### src/rtl/id_stage_pipe.sv
// id_stage_pipe: registered instruction-decode stage.
// Decodes the IF/ID instruction, reads a 32x32 register file with write-first
// bypass from WB, detects load-use hazards, raises fetch redirects for jumps
// and predicted-taken branches, and captures everything into an ID/EX register.
// Optional feature: define ID_BHT_EN to enable dynamic branch prediction with a
// BHT of 2-bit saturating counters. Without it, branches are predicted not-taken.
module id_stage_pipe #(
  parameter int BHT_DEPTH = 64
) (
  input  logic        clk,
  input  logic        reset,
  input  logic        i_valid,
  input  logic [31:0] i_next_pc,
  input  logic [31:0] i_instruction,
  input  logic        i_stall,
  input  logic        i_flush,
  input  logic        i_reg_write,
  input  logic [4:0]  i_write_register,
  input  logic [31:0] i_write_data,
  input  logic        i_bu_valid,
  input  logic [31:0] i_bu_pc,
  input  logic        i_bu_taken,
  output logic        o_hazard_stall,
  output logic        o_redirect,
  output logic [31:0] o_redirect_pc,
  output logic        o_valid,
  output logic [31:0] o_read_data_1,
  output logic [31:0] o_read_data_2,
  output logic [31:0] o_sign_extended_imm,
  output logic [31:0] o_next_pc,
  output logic [4:0]  o_rs,
  output logic [4:0]  o_rt,
  output logic [4:0]  o_rd,
  output logic [5:0]  o_opcode,
  output logic [5:0]  o_function,
  output logic [8:0]  o_ctrl,
  output logic        o_pred_taken
);

  localparam int IDX = $clog2(BHT_DEPTH);

  localparam logic [5:0] OP_RTYPE = 6'h00;
  localparam logic [5:0] OP_LW    = 6'h23;
  localparam logic [5:0] OP_SW    = 6'h2B;
  localparam logic [5:0] OP_BEQ   = 6'h04;
  localparam logic [5:0] OP_BNE   = 6'h05;
  localparam logic [5:0] OP_ADDI  = 6'h08;
  localparam logic [5:0] OP_J     = 6'h02;

  // Control word bit order: {alu_src, alu_op[1:0], reg_dst, reg_write,
  //                          mem_read, mem_write, mem_to_reg, branch}
  localparam int CTRL_MEM_READ = 3;

  logic [5:0]  w_opcode;
  logic [4:0]  w_rs;
  logic [4:0]  w_rt;
  logic [4:0]  w_rd;
  logic [5:0]  w_function;
  logic [31:0] w_imm_ext;
  logic [31:0] w_branch_target;
  logic [31:0] w_jump_target;
  logic [31:0] w_read_data_1;
  logic [31:0] w_read_data_2;
  logic [8:0]  w_ctrl;
  logic        w_is_branch;
  logic        w_is_jump;
  logic        w_pred;
  logic        w_issue;
  logic        w_bubble;

  assign w_opcode   = i_instruction[31:26];
  assign w_rs       = i_instruction[25:21];
  assign w_rt       = i_instruction[20:16];
  assign w_rd       = i_instruction[15:11];
  assign w_function = i_instruction[5:0];

  assign w_imm_ext       = {{16{i_instruction[15]}}, i_instruction[15:0]};
  assign w_branch_target = i_next_pc + (w_imm_ext << 2);
  assign w_jump_target   = {i_next_pc[31:28], i_instruction[25:0], 2'b00};

  assign w_is_branch = (w_opcode == OP_BEQ) || (w_opcode == OP_BNE);
  assign w_is_jump   = (w_opcode == OP_J);

  // Main decoder: opcode to control word; unknown opcodes decode as NOP.
  always_comb begin
    // NOTE: default assigned first so every path drives w_ctrl and no latch is inferred.
    w_ctrl = '0;
    case (w_opcode)
      OP_RTYPE:       w_ctrl = 9'b0_10_1_1_0_0_0_0;
      OP_LW:          w_ctrl = 9'b1_00_0_1_1_0_1_0;
      OP_SW:          w_ctrl = 9'b1_00_0_0_0_1_0_0;
      OP_BEQ, OP_BNE: w_ctrl = 9'b0_01_0_0_0_0_0_1;
      OP_ADDI:        w_ctrl = 9'b1_00_0_1_0_0_0_0;
      default:        w_ctrl = '0;
    endcase
  end

  logic [31:0] r_rf [32];

  // Register file write port; r0 is never written so it always reads zero.
  always_ff @(posedge clk) begin
    // NOTE: the register file is cleared on reset because software may read
    // architected registers before writing them; this keeps it in flops, not RAM.
    if (reset) begin
      for (int i = 0; i < 32; i++) r_rf[i] <= '0;
    end else if (i_reg_write && (i_write_register != 5'd0)) begin
      r_rf[i_write_register] <= i_write_data;
    end
  end

  // Write-first bypass: a same-cycle WB write to the read index wins.
  assign w_read_data_1 = (w_rs == 5'd0) ? '0 :
                         (i_reg_write && (i_write_register == w_rs)) ? i_write_data : r_rf[w_rs];
  assign w_read_data_2 = (w_rt == 5'd0) ? '0 :
                         (i_reg_write && (i_write_register == w_rt)) ? i_write_data : r_rf[w_rt];

`ifdef ID_BHT_EN
  logic [1:0]     r_bht [BHT_DEPTH];
  logic [IDX-1:0] w_lookup_idx;
  logic [IDX-1:0] w_update_idx;

  // Lookup indexes by the instruction's own PC (next_pc - 4).
  assign w_lookup_idx = IDX'((i_next_pc - 32'd4) >> 2);
  assign w_update_idx = IDX'(i_bu_pc >> 2);

  // BHT counters: reset weakly not-taken, saturating update from EX.
  always_ff @(posedge clk) begin
    if (reset) begin
      for (int i = 0; i < BHT_DEPTH; i++) r_bht[i] <= 2'b01;
    end else if (i_bu_valid) begin
      if (i_bu_taken) begin
        if (r_bht[w_update_idx] != 2'b11) r_bht[w_update_idx] <= r_bht[w_update_idx] + 2'd1;
      end else begin
        if (r_bht[w_update_idx] != 2'b00) r_bht[w_update_idx] <= r_bht[w_update_idx] - 2'd1;
      end
    end
  end

  // Same-cycle lookup reads the pre-update counter.
  assign w_pred = r_bht[w_lookup_idx][1];
`else
  logic w_unused_bu;

  assign w_unused_bu = ^{i_bu_valid, i_bu_taken, i_bu_pc};
  assign w_pred      = 1'b0;
`endif

  // Load-use hazard: the load in ID/EX targets a register this instruction reads.
  assign o_hazard_stall = o_valid & o_ctrl[CTRL_MEM_READ] & (o_rt != 5'd0) & i_valid &
                          ((o_rt == w_rs) | (o_rt == w_rt));

  assign w_issue  = i_valid & ~o_hazard_stall & ~i_flush & ~i_stall;
  assign w_bubble = i_flush | o_hazard_stall | ~i_valid;

  // Fetch redirect for jumps and predicted-taken branches that actually issue.
  always_comb begin
    o_redirect    = 1'b0;
    o_redirect_pc = '0;
    if (w_issue) begin
      if (w_is_jump) begin
        o_redirect    = 1'b1;
        o_redirect_pc = w_jump_target;
      end else if (w_is_branch && w_pred) begin
        o_redirect    = 1'b1;
        o_redirect_pc = w_branch_target;
      end
    end
  end

  // ID/EX register: stall holds, squash/hazard/invalid inserts a bubble.
  always_ff @(posedge clk) begin
    // NOTE: non-blocking assignments so every register samples pre-edge values.
    if (reset) begin
      o_valid             <= 1'b0;
      o_read_data_1       <= '0;
      o_read_data_2       <= '0;
      o_sign_extended_imm <= '0;
      o_next_pc           <= '0;
      o_rs                <= '0;
      o_rt                <= '0;
      o_rd                <= '0;
      o_opcode            <= '0;
      o_function          <= '0;
      o_ctrl              <= '0;
      o_pred_taken        <= 1'b0;
    end else if (!i_stall) begin
      o_read_data_1       <= w_read_data_1;
      o_read_data_2       <= w_read_data_2;
      o_sign_extended_imm <= w_imm_ext;
      o_next_pc           <= i_next_pc;
      o_rs                <= w_rs;
      o_rt                <= w_rt;
      o_rd                <= w_rd;
      o_opcode            <= w_opcode;
      o_function          <= w_function;
      o_pred_taken        <= w_is_branch & w_pred;
      o_valid             <= ~w_bubble;
      o_ctrl              <= w_bubble ? 9'd0 : w_ctrl;
    end
  end

endmodule

### config.mk
export PLATFORM = sky130hd
export DESIGN_NAME = id_stage_pipe
export DESIGN_NICKNAME = d
export VERILOG_FILES = /design/src/rtl/id_stage_pipe.sv
export SDC_FILE = /design/constraint.sdc
export NUM_CORES = 2
export LEC_CHECK = 0
export ABC_CLOCK_PERIOD_IN_PS = 5420
export CORE_MARGIN = 2
export CORE_UTILIZATION = 45
export CTS_CLUSTER_DIAMETER = 150
export CTS_CLUSTER_SIZE = 20
export DETAILED_ROUTE_END_ITERATION = 7
export HOLD_SLACK_MARGIN = 0.03
export PLACE_DENSITY = 0.71
export SYNTH_ARGS = -nofsm -noshare
export SYNTH_HDL_FRONTEND = slang
export SYNTH_SLANG_ARGS = --single-unit
### constraint.sdc
create_clock -name clk -period 5.42 [get_ports clk]
set_clock_uncertainty 0.15 [all_clocks]
set_input_delay 1.084 -clock clk [delete_from_list [all_inputs] [get_ports clk]]
set_output_delay 1.084 -clock clk [all_outputs]
set_load 0.005 [all_outputs]
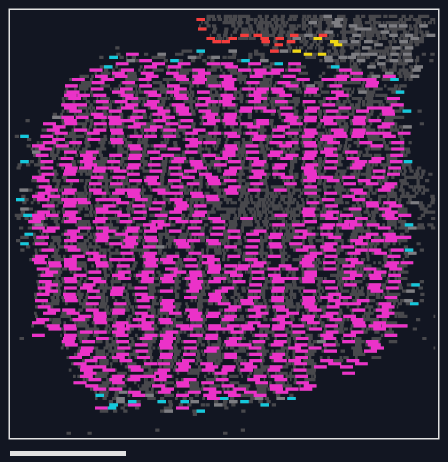
flops_by_reg.png
Bar = 100 µm. Other sequential cells in the stronger grey, the rest of the logic in the fainter grey.
- yellow: `o_opcode` (flops 6; where upper right)
- magenta: `r_rf` (flops 1,024)
- cyan: `o_read_data_1` (flops 32; where spread over the die)
- red: `o_sign_extended_imm` (flops 16; where top centre)

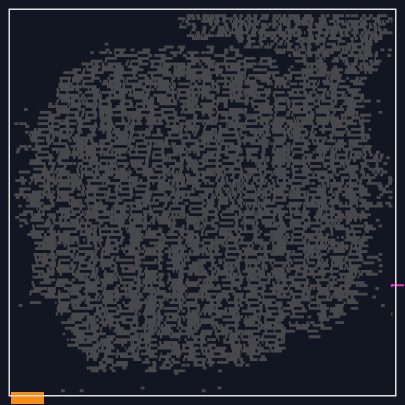
io_fan.png
- magenta: `o_pred_taken` (bits 1; direction output; edge right; end cells 1; buffers 0; wire 2.40 µm)
- orange: `i_bu_pc` (bits 32; direction input; edge bottom; end cells 0; buffers 0)

==> out/metrics.csv <==
stage;metric;value;unit
outcome;status;finished clean;
global_routing;gr ovfl total;0;
die;Die Y;369;µm
yosys;Synth Instances;4462;
pwr;sequential power share;57.3;%
route;DR DRC count;0;
global_routing;vias in the first global route;39300;
pwr;Int Pwr;13.6;mW
clock_network;Post-CTS Hold Buffers;0;
worst_setup_path;crit path DRT;4190;ps
yosys;Top cell area share;51.4;%
global_routing;initial antenna violation count;12;
sta;Hold Fails Final Rpt;0;
layout;Top Layout Cells;edfxtp_1 (1,024), and2_1 (1,023), mux2i_1 (702);
route;DRT Pass-1 Iters;6;
pwr;Pwr Density;275;nW/µm²
worst_setup_path;critical path arrival;3670;ps
yosys;Seq share, synth;55.9;%
die;die area;136000;µm²
clock_network;CTS resizes;0;
route;vias per cell;6.43;
worst_setup_path;FF-to-FF End;o_read_data_1[30];
pwr;peak supply drop;0.210;mV
worst_setup_path;R2R Setup Slk;3380;ps
die;Core Region;132000;µm²
yosys;average size of a mapped cell;13.4;µm²
layout;P&R area growth vs syn;11.3;%
layout;layout cells sized above 1;11.4;%
yosys;synthesis warning total;0;
pwr;net switching power;4.70;mW
yosys;number of synthesized register bits;1159;
yosys;Post-synth EDFFs;1024;
layout;logic area;24300;µm²
yosys;cell type with the largest total area;edfxtp_1;
clock_network;Post-CTS Setup Bufs;0;
yosys;Cell Area, Synth;59800;µm²
route;Antenna Nets Post-Route;0;
route;Iter 0 DRT Violations;6329;
yosys;Main synth FF type;edfxtp_1;
route;final WL;206000;µm
global_routing;total global-route track usage;29.6;%
sta;Least-Margin Pin Slew;1220;ps
sta;Final TNS setup;0;ps
global_routing;first-pass GRT wire length;287000;µm
sta;fin crit period;4900;ps
clock_network;clock root cell;clkbuf_16;
placed_design;hpwl dp;124000;µm
worst_setup_path;startpoint types;input pin;
sta;worst setup margin;519;ps
layout;cell area after layout;66600;µm²
pwr;clock power share;29.8;%
placed_design;port buffer count;303;
yosys;Cell Type Count;54;
worst_setup_path;R2R Path Start;r_rf[21][30];
layout;FF+latch area;33500;µm²
pwr;PnR Total Power;18.3;mW
die;die width;369;µm
sta;period utilisation layout;90.4;%
route;WL/cell;32.5;µm
layout;fill cell total of the finished layout;11000;
route;vias post-DR;40800;
worst_setup_path;CP max-delay cell;or4b_1;
layout;Final Net Count;4662;
hold_path;worst hold stages;1;
clock_network;number of CTS-inserted buffers;67;
layout;Commonest Layout Cell;edfxtp_1;
clock_network;Reg clk slew, reported paths;90;ps
worst_setup_path;CP most frequent cell;clkdlybuf4s50_1;
clock_network;clk sinks;1159;
pwr;leakage;24.0;nW
worst_setup_path;max incr delay on CP;590;ps
clock_network;worst skew pair latency;680;ps
[cells by family (layout without fill, tap and decap cells)]
| kind of cell | Yosys count | count (layout) | synth area share (%) |
|---|---|---|---|
| mux | 895 | 895 | 19.0 |
| buf+inv | 500 | 580 | 4.21 |
| simple gates | 1392 | 1392 | 14.2 |
| compound gates | 495 | 495 | 6.38 |
| other cells | 1 | 45 | 0.00627 |
| xor+xnor | 20 | 20 | 0.293 |
| flops | 1159 | 1159 | 55.9 |
[how the worst max path moves through the flow]
stage                        end  depth (start not counted)  slack [ps]               from
4_1_cts         o_redirect_pc[7]                          8         550  i_instruction[28]
3_5_place_dp   o_redirect_pc[12]                          8         580  i_instruction[28]
5_1_grt         o_redirect_pc[7]                          8         390  i_instruction[28]
6_report        o_redirect_pc[5]                          8         520  i_instruction[28]
3_3_place_gp   o_redirect_pc[14]                          8         590  i_instruction[28]
2_1_floorplan  o_redirect_pc[22]                          7        1700            i_stall
[power by group through the flow]
| stage | combinational, mW | sequential [mW] | clock [mW] |
|---|---|---|---|
| after floorplan | 1.36 | 10.6 | 0 |
| after global placement | 2.28 | 10.6 | 0 |
| after detailed placement | 2.31 | 10.7 | 0 |
| after CTS | 2.32 | 10.5 | 5.48 |
| after global routing | 2.44 | 10.5 | 5.77 |
| final | 2.35 | 10.5 | 5.46 |
[metrics by stage]
stage	std cells	utilization [%]
2_1_floorplan	4496	-
3_3_place_gp	6207	49.1
3_5_place_dp	6207	49.1
4_1_cts	6331	50.6
5_1_grt	6331	50.6
6_report	6341	50.6
[synthesized netlist by cell type (3+ instances only)]
cell type / instances
a221o_1: 64
a22oi_1: 318
and2_1: 1023
and4b_1: 6
and4bb_1: 6
buf_1: 6
buf_2: 134
buf_4: 68
buf_6: 25
clkbuf_1: 257
clkbuf_4: 5
dfxtp_1: 135
edfxtp_1: 1024
inv_1: 3
mux2i_1: 702
mux4_2: 193
nand2_1: 13
nand2b_1: 3
nand3_1: 9
nand3b_1: 6
nand4_1: 64
nor2_1: 141
nor3_1: 3
nor4_1: 64
nor4b_4: 3
nor4bb_1: 3
o211ai_1: 31
o21ai_0: 4
o22ai_1: 66
or2_2: 31
or3_1: 3
xnor2_1: 12
xor2_1: 8
[worst max-delay path: cells and delay by family]
kind / cells / cell delay, ps
buffers and inverters: 3 / 1300
and+or+nand+nor: 4 / 1120
AOI/OAI and AO/OA: 1 / 150
[sequential cells by signal, summed over array words and instances, names as in the netlist]
name,count
o_ctrl,6
o_sign_extended_imm,16
o_opcode,6
o_next_pc,32
r_rf,1024
o_read_data_1,32
o_read_data_2,32
o_valid,1
o_rs,5
o_rt,5
[metal layers]
metal	track usage, %	share of wire, %	wire [µm]
met5	0	0.013	27
met4	11.5	4.2	8750
met3	7.09	13	25900
met2	44.4	45	91800
met1	41.4	39	79600
[layout make-up]
| class | count | share of cell area (%) |
|---|---|---|
| sequential | 1159 | 50.2 |
| multi-input combinational | 2837 | 36.5 |
| timing repair buffer | 453 | 7.00 |
| tap | 1755 | 3.30 |
| clock buffer | 118 | 2.84 |
| clock inverter | 6 | 0.0902 |
| antenna | 10 | 0.0376 |
| inverter | 3 | 0.0169 |
Power is estimated from default activity; no workload was simulated.
